File: src/rtl/io_interrupt_controller_if.sv
// ---------------------------------------------------------------------------
// io_interrupt_controller_if
//   IO-port register bus plus the interrupt request lines that the
//   controller drives back toward the system bus. The CPU/bus side uses the
//   master modport, the controller uses the slave modport.
// ---------------------------------------------------------------------------
interface io_interrupt_controller_if;
  logic [31:0] io_addr;
  logic [31:0] io_write_data;
  logic        io_write_en;
  logic [31:0] io_read_data;
  logic        io_interrupt;
  logic [4:0]  io_interrupt_id;

  modport master (
    output io_addr,
    output io_write_data,
    output io_write_en,
    input  io_read_data,
    input  io_interrupt,
    input  io_interrupt_id
  );

  modport slave (
    input  io_addr,
    input  io_write_data,
    input  io_write_en,
    output io_read_data,
    output io_interrupt,
    output io_interrupt_id
  );
endinterface

File: src/rtl/io_interrupt_controller.sv
// ---------------------------------------------------------------------------
// io_interrupt_controller
//   Collects up to 32 peripheral IRQ lines, arbitrates with fixed priority
//   (lowest index wins) and presents one interrupt at a time to the bus.
//   The CPU claims and completes the interrupt through register writes.
//
//   Register window (offset = io_addr[7:0], window hit on io_addr[31:8]):
//     0x00 PENDING  RO/W1C   0x04 ENABLE   RW   0x08 EDGE_SEL RW (1=rising)
//     0x0C STATUS   RO       0x10 CLAIM    WO   0x14 COMPLETE WO
//
//   Optional feature macro: IRQ_SYNC_EN
//     defined   : each irq_src bit passes a 2-flop synchronizer first
//     undefined : irq_src is sampled directly (must be synchronous to clk)
// ---------------------------------------------------------------------------
module io_interrupt_controller #(
  parameter int          NUM_SOURCES = 32,
  parameter logic [31:0] BASE_ADDR   = 32'h0000_1000
) (
  input  logic                   clk,
  input  logic                   rst_n,
  input  logic [NUM_SOURCES-1:0] irq_src,
  io_interrupt_controller_if.slave bus
);

  localparam logic [31:0] IMPL_MASK = (NUM_SOURCES >= 32) ? 32'hFFFF_FFFF
                                    : ((32'd1 << NUM_SOURCES) - 32'd1);

  localparam logic [7:0] OFF_PENDING  = 8'h00;
  localparam logic [7:0] OFF_ENABLE   = 8'h04;
  localparam logic [7:0] OFF_EDGE_SEL = 8'h08;
  localparam logic [7:0] OFF_STATUS   = 8'h0C;
  localparam logic [7:0] OFF_CLAIM    = 8'h10;
  localparam logic [7:0] OFF_COMPLETE = 8'h14;

  typedef enum logic [1:0] {
    ST_IDLE       = 2'd0,
    ST_ASSERT     = 2'd1,
    ST_IN_SERVICE = 2'd2
  } state_t;

  state_t      state_q;
  logic        irq_q;
  logic [4:0]  id_q;

  logic [31:0] pending_q;
  logic [31:0] enable_q;
  logic [31:0] edge_sel_q;
  logic [31:0] prev_q;

  logic [NUM_SOURCES-1:0] s_raw;
  logic [31:0] s_ext;
  logic [31:0] rise;
  logic [31:0] clr;
  logic [31:0] pending_d;
  logic [31:0] req;
  logic [4:0]  win;

  logic        hit;
  logic [7:0]  off;
  logic        wr_pending;
  logic        wr_enable;
  logic        wr_edge_sel;
  logic        wr_claim;
  logic        wr_complete;
  logic [4:0]  wr_id;
  logic        claim_ok;
  logic        complete_ok;

  // -------------------------------------------------------------------------
  // Source sampling path
  // -------------------------------------------------------------------------
`ifdef IRQ_SYNC_EN
  logic [NUM_SOURCES-1:0] sync_q1;
  logic [NUM_SOURCES-1:0] sync_q2;

  // Two-flop synchronizer per line; both stages clear on reset.
  always_ff @(posedge clk) begin
    if (!rst_n) begin
      sync_q1 <= '0;
      sync_q2 <= '0;
    end else begin
      sync_q1 <= irq_src;
      sync_q2 <= sync_q1;
    end
  end

  assign s_raw = sync_q2;
`else
  assign s_raw = irq_src;
`endif

  // Zero-extend the sampled lines to the 32-bit register width.
  always_comb begin
    // NOTE: every combinational output gets a default first so no path
    // through the block leaves it unassigned, which would infer a latch.
    s_ext = '0;
    for (int i = 0; i < NUM_SOURCES; i++) begin
      s_ext[i] = s_raw[i];
    end
  end

  // -------------------------------------------------------------------------
  // Register decode
  // -------------------------------------------------------------------------
  // Address decode and write strobes; claim/complete only act on a match.
  always_comb begin
    hit         = (bus.io_addr[31:8] == BASE_ADDR[31:8]);
    off         = bus.io_addr[7:0];
    wr_pending  = bus.io_write_en && hit && (off == OFF_PENDING);
    wr_enable   = bus.io_write_en && hit && (off == OFF_ENABLE);
    wr_edge_sel = bus.io_write_en && hit && (off == OFF_EDGE_SEL);
    wr_claim    = bus.io_write_en && hit && (off == OFF_CLAIM);
    wr_complete = bus.io_write_en && hit && (off == OFF_COMPLETE);
    wr_id       = bus.io_write_data[4:0];
    claim_ok    = wr_claim    && (state_q == ST_ASSERT)     && (wr_id == id_q);
    complete_ok = wr_complete && (state_q == ST_IN_SERVICE) && (wr_id == id_q);
  end

  // Combinational read mux; misses and write-only offsets read zero.
  always_comb begin
    bus.io_read_data = '0;
    if (hit) begin
      case (off)
        OFF_PENDING:  bus.io_read_data = pending_q;
        OFF_ENABLE:   bus.io_read_data = enable_q;
        OFF_EDGE_SEL: bus.io_read_data = edge_sel_q;
        // Bit 31 flags an outstanding unclaimed request, bit 30 in-service.
        OFF_STATUS:   bus.io_read_data = {(state_q == ST_ASSERT),
                                          (state_q == ST_IN_SERVICE),
                                          25'b0, id_q};
        default:      bus.io_read_data = '0;
      endcase
    end
  end

  // -------------------------------------------------------------------------
  // Pending logic and arbitration
  // -------------------------------------------------------------------------
  // Next PENDING: level sources mirror the line, edge sources latch rising
  // edges and clear on W1C or an accepted claim, with set winning over clear.
  always_comb begin
    rise = s_ext & ~prev_q;
    clr  = (wr_pending ? bus.io_write_data : 32'd0)
         | (claim_ok   ? (32'd1 << id_q)   : 32'd0);
    pending_d = '0;
    for (int i = 0; i < 32; i++) begin
      if (!IMPL_MASK[i]) begin
        pending_d[i] = 1'b0;
      end else if (edge_sel_q[i]) begin
        pending_d[i] = rise[i] | (pending_q[i] & ~clr[i]);
      end else begin
        pending_d[i] = s_ext[i];
      end
    end
  end

  // Fixed priority: scanning downward leaves the lowest requesting index.
  always_comb begin
    req = pending_q & enable_q;
    win = '0;
    for (int i = NUM_SOURCES - 1; i >= 0; i--) begin
      if (req[i]) win = 5'(i);
    end
  end

  // Configuration/pending registers and the previous-sample tracker.
  always_ff @(posedge clk) begin
    // NOTE: all state here is ordinary flops (no memory arrays), so every
    // register is cleared by the synchronous reset.
    if (!rst_n) begin
      pending_q  <= '0;
      enable_q   <= '0;
      edge_sel_q <= '0;
      prev_q     <= '0;
    end else begin
      // NOTE: non-blocking assignments for all sequential state so every
      // flop samples pre-edge values regardless of statement order.
      prev_q    <= s_ext;
      pending_q <= pending_d;
      if (wr_enable)   enable_q   <= bus.io_write_data & IMPL_MASK;
      if (wr_edge_sel) edge_sel_q <= bus.io_write_data & IMPL_MASK;
    end
  end

  // -------------------------------------------------------------------------
  // Interrupt FSM
  // -------------------------------------------------------------------------
  // IDLE -> ASSERT -> IN_SERVICE -> IDLE with registered request and id.
  always_ff @(posedge clk) begin
    if (!rst_n) begin
      state_q <= ST_IDLE;
      irq_q   <= 1'b0;
      id_q    <= '0;
    end else begin
      case (state_q)
        ST_IDLE: begin
          if (|req) begin
            id_q    <= win;
            irq_q   <= 1'b1;
            state_q <= ST_ASSERT;
          end
        end
        ST_ASSERT: begin
          // A matching claim takes precedence over a same-cycle withdrawal.
          if (claim_ok) begin
            irq_q   <= 1'b0;
            state_q <= ST_IN_SERVICE;
          end else if (!req[id_q]) begin
            irq_q   <= 1'b0;
            id_q    <= '0;
            state_q <= ST_IDLE;
          end
        end
        ST_IN_SERVICE: begin
          if (complete_ok) begin
            id_q    <= '0;
            state_q <= ST_IDLE;
          end
        end
        default: begin
          irq_q   <= 1'b0;
          id_q    <= '0;
          state_q <= ST_IDLE;
        end
      endcase
    end
  end

  assign bus.io_interrupt    = irq_q;
  assign bus.io_interrupt_id = id_q;

endmodule

File: src/flat_wrapper.sv
// flat-port wrapper written by rule: the top's interface ports become plain ports
module io_interrupt_controller_flat 
#(
  parameter int          NUM_SOURCES = 32,
  parameter logic [31:0] BASE_ADDR   = 32'h0000_1000
)
  (clk, rst_n, irq_src, bus_io_addr, bus_io_write_data, bus_io_write_en, bus_io_read_data, bus_io_interrupt, bus_io_interrupt_id);
  io_interrupt_controller_if bus_i ();
  input  logic clk;
  input  logic rst_n;
  input  logic [NUM_SOURCES-1:0] irq_src;
  input wire logic [$bits(bus_i.io_addr)-1:0] bus_io_addr;
  input wire logic [$bits(bus_i.io_write_data)-1:0] bus_io_write_data;
  input wire logic [$bits(bus_i.io_write_en)-1:0] bus_io_write_en;
  output wire logic [$bits(bus_i.io_read_data)-1:0] bus_io_read_data;
  output wire logic [$bits(bus_i.io_interrupt)-1:0] bus_io_interrupt;
  output wire logic [$bits(bus_i.io_interrupt_id)-1:0] bus_io_interrupt_id;
  assign bus_i.io_addr = bus_io_addr;
  assign bus_i.io_write_data = bus_io_write_data;
  assign bus_i.io_write_en = bus_io_write_en;
  assign bus_io_read_data = bus_i.io_read_data;
  assign bus_io_interrupt = bus_i.io_interrupt;
  assign bus_io_interrupt_id = bus_i.io_interrupt_id;
  io_interrupt_controller #(.NUM_SOURCES(NUM_SOURCES), .BASE_ADDR(BASE_ADDR)) u_core (.clk(clk), .rst_n(rst_n), .irq_src(irq_src), .bus(bus_i));
endmodule
File: config.mk
export PLATFORM = sky130hd
export DESIGN_NAME = io_interrupt_controller_flat
export DESIGN_NICKNAME = d
export VERILOG_FILES = /design/src/rtl/io_interrupt_controller_if.sv /design/src/rtl/io_interrupt_controller.sv /design/src/flat_wrapper.sv
export SDC_FILE = /design/constraint.sdc
export NUM_CORES = 1
export LEC_CHECK = 0
export CAP_MARGIN = 25
export CORE_UTILIZATION = 45
export DETAILED_ROUTE_END_ITERATION = 16
export PLACE_DENSITY_LB_ADDON = 0.25
export SYNTH_ARGS = -nofsm -noshare
export SYNTH_HDL_FRONTEND = slang
export SYNTH_SLANG_ARGS = --single-unit
File: constraint.sdc
create_clock -name clk -period 5.4 [get_ports clk]
set_input_delay 1.08 -clock clk [delete_from_list [all_inputs] [get_ports clk]]
set_output_delay 1.08 -clock clk [all_outputs]
set_load 0.01 [all_outputs]
Wiring heat map:
(3 px per um) The die is cut into 25 by 25 equal tiles; dark blue is low, red is high, scaled to the fullest tile. Values are wire area over tile area, all layers added.
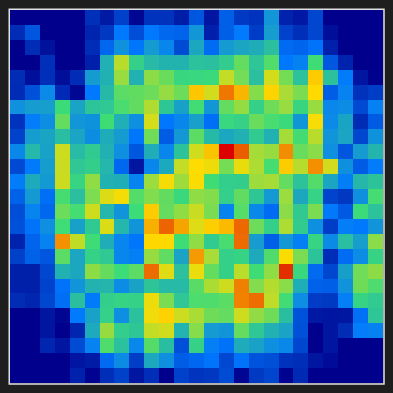
mean over tiles: 0.22
tiles over half the peak: 29%
densest ninth of the die: middle
fullest tile: 0.62
nearly empty tiles: 10%
Avg WL per Cell: 16.7 um
number of vias in the routed layout: 6,938
total global routing track utilization: 0.270

Metal 3:
(4 px per um) Cells faint in the background.
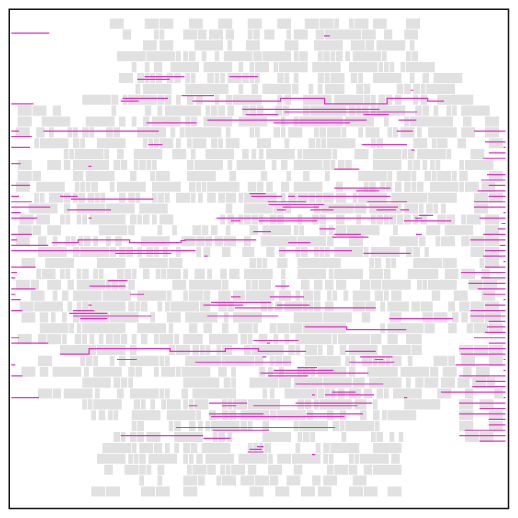
main direction: horizontal
share of all routed wire: 8.8%
wire length on this layer: 1,800 um

synth_stat cells, types with 3 or more instances:
cell                       instances
sky130_fd_sc_hd__mux2i_1          25
sky130_fd_sc_hd__nand4_1           6
sky130_fd_sc_hd__clkbuf_1         40
sky130_fd_sc_hd__a22oi_1           3
sky130_fd_sc_hd__xnor2_1           5
sky130_fd_sc_hd__a32o_1            3
sky130_fd_sc_hd__nor2_1           59
sky130_fd_sc_hd__nor4_2            3
sky130_fd_sc_hd__nor2b_1          12
sky130_fd_sc_hd__mux4_2           14
sky130_fd_sc_hd__buf_2             9
sky130_fd_sc_hd__o211ai_1          6
sky130_fd_sc_hd__inv_1             5
sky130_fd_sc_hd__buf_1             6
sky130_fd_sc_hd__nand2_1         277
sky130_fd_sc_hd__a21oi_1         132
sky130_fd_sc_hd__and2_1           36
sky130_fd_sc_hd__or2_2             3
sky130_fd_sc_hd__dfxtp_1         136
sky130_fd_sc_hd__nand2b_1          3
sky130_fd_sc_hd__nor4_1            6
sky130_fd_sc_hd__o21ai_0          36
sky130_fd_sc_hd__or3_1             3
sky130_fd_sc_hd__nand3_1          58
sky130_fd_sc_hd__nor3_1            5
cell families after synthesis:
logic type             count (synthesis)  synth area share
AND/OR/NAND/NOR                      479             0.314
buffers and inverters                 60            0.0351
flip-flops                           136             0.404
XOR/XNOR                               5           0.00649
AND-OR/OR-AND                        194             0.157
multiplexers                          39            0.0838
how the worst max path moves through the flow:
| stage | end | depth (start not counted) |
|---|---|---|
| floorplan | bus_io_read_data[20] | 7 |
| global placement | bus_io_read_data[10] | 7 |
| detailed placement | bus_io_read_data[23] | 7 |
| CTS | bus_io_read_data[23] | 7 |
| global route | bus_io_read_data[12] | 6 |
| finish | bus_io_read_data[23] | 7 |
==> notes.md <==
yosys + openroad results -> Pre-Repair DR Iteration Count 5, Yosys Chip Area roughly 6700 um^2, data required time of the worst path approximately 4.3 ns, leading post-synthesis cells by cell area sky130_fd_sc_hd__dfxtp_1, sky130_fd_sc_hd__nand2_1, sky130_fd_sc_hd__a21oi_1, sky130_fd_sc_hd__mux4_2, sky130_fd_sc_hd__nand3_1, relative max-transition margin 0.414, Comb. pwr between 0.15 and 0.2 mW, worst slack, placed 1.02 ns, Post-Route WL approximately 20 mm, WL met2 9.36 mm, clock share of power 0.534, number of buffers inserted to repair setup after CTS 0, status complete, no violations, post-cts sizing count 0, total power consumption of the routed design 2.59 mW, number of port buffers ~140, Slowest-stage cell, CP sky130_fd_sc_hd__or4_4, Worst-Skew Late Latency around 0.43 ns, number of OpenROAD warnings 26, number of buffers created by CTS 17, critical register-to-register path startpoint u_core.bus.io_interrupt_id[1], CTS Hold Bufs 0
No activity file was given, so power comes from the tool's default toggle rates.
